Figure 1. Wiring heat map.
The die is cut into 15 by 15 equal tiles; dark blue is low, red is high, scaled to the fullest tile. Values are wire area over tile area, all layers added.
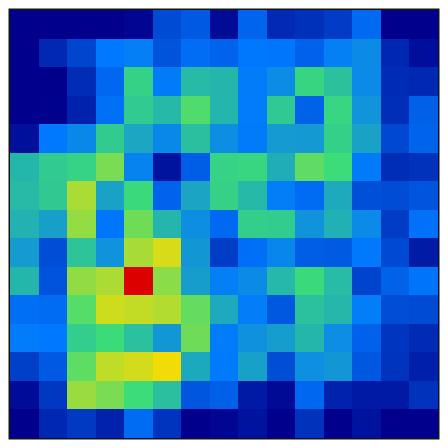
Figure 2. Cell outlines without signal wires.
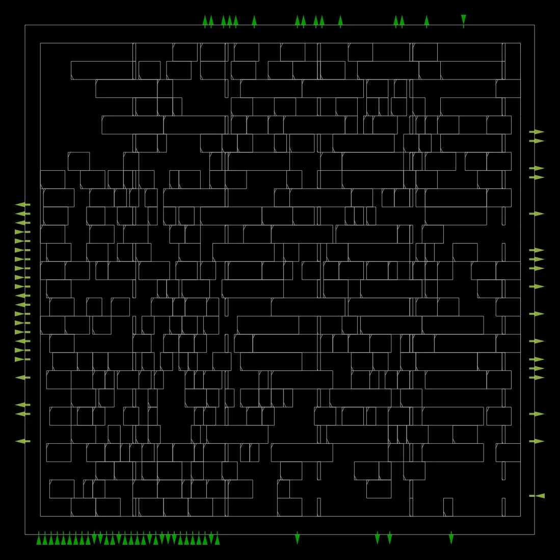
Figure 3. Cell sizes after repair.
The bar under the picture is 20 microns long.
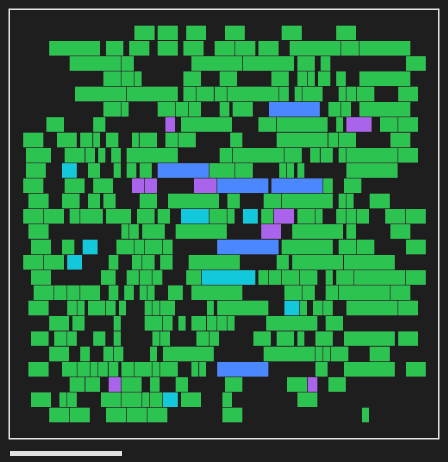
==> config.mk <==
export PLATFORM = sky130hd
export DESIGN_NAME = multicycle_ctrl
export DESIGN_NICKNAME = d
export VERILOG_FILES = /design/src/rtl/ctrl_pkg.sv /design/src/rtl/alu_decoder.sv /design/src/rtl/multicycle_ctrl.sv
export SDC_FILE = /design/constraint.sdc
export NUM_CORES = 1
export LEC_CHECK = 0
export CAP_MARGIN = 20
export CORE_MARGIN = 2
export CORE_UTILIZATION = 43
export CTS_BUF_LIST = sky130_fd_sc_hd__clkbuf_16
export DETAILED_ROUTE_END_ITERATION = 12
export GPL_ROUTABILITY_DRIVEN = 0
export HOLD_SLACK_MARGIN = 0.06
export PLACE_DENSITY_LB_ADDON = 0.15
export SLEW_MARGIN = 15
export SYNTH_ARGS = -nofsm -noshare
export SYNTH_HDL_FRONTEND = slang
export SYNTH_HIERARCHICAL = 1
export SYNTH_SLANG_ARGS = --single-unit
==> constraint.sdc <==
create_clock -name clk -period 4.77 [get_ports clk]
set_clock_uncertainty 0.05 [all_clocks]
set_input_delay 1.431 -clock clk [delete_from_list [all_inputs] [get_ports clk]]
set_output_delay 1.431 -clock clk [all_outputs]
set_load 0.02 [all_outputs]
==> flow_summary_export.csv <==
group,metric,value,unit
synthesis,synth-async-reset-ratio,100,%
grt,top_usage_layer,"met2",
critical_path,cpMaxStageDelayCell,"clkdlybuf4s50_1",
critical_path,rrSetupSlack,2.26,ns
place,dpl_cell_area,0.00295,sq mm
critical_path,cp_common_cell,"clkdlybuf4s50_1",
routing,dr.pass1.iters,5,
critical_path,end_kind,"output port",
power_and_ir_drop,power,1310,uW
clocking,cts_setup_buffers,0,
synthesis,yosysWarningCount,6,
cells_and_area,comb_cells,194,
clocking,tritoncts,"yes",
clocking,cts-root-buf,"clkbuf_16",
routing,antenna_left,0,
sta,rsz0062_at_grt,"false",
synthesis,mux_share,0.950,%
sta,final-setup-viol-count,0,
grt,antenna_found_initial,0,
critical_path,critPathKind,"input pin to output port",
floorplan,dieArea,0.00580,sq mm
place,dpl.hpwl,3730,microns
synthesis,flop_cell,"dfrtp_1",
place,dp.cells,375,
clocking,cts_sinks,36,
cells_and_area,clk_share,5.25,%
power_and_ir_drop,p_clk,355,uW
sta,min_period,4.66,ns
power_and_ir_drop,comb_power_share,39.5,%
status,status,"finished clean",
synthesis,syn_inst,247,
sta,maxSlewViolCount,0,
Back to the opening pictures, Figure 1:
tiles over half the peak	11%
densest ninth of the die	west
fullest tile	0.50
nearly empty tiles	8.4%
mean over tiles	0.14
DRT Wirelength: 5060 microns
GRT Total Usage: 18.2%

Back to the opening pictures, Figure 2:
Seq/total area: 28.9%
number of fill cells: 460
CORE AREA: 0.00507 sq mm
Non-Filler Instances: 383
# Taps: 70

Back to the opening pictures, Figure 3:
size	colour	cells
x2	purple	9
x6 and larger	blue	6
x1 and smaller	green	290
x3 and x4	cyan	8
Layout area overhead: 39.4%
worst setup margin: 0.108 ns
Design Area, Final: 0.00312 sq mm

Power and IR drop assume default switching activity.
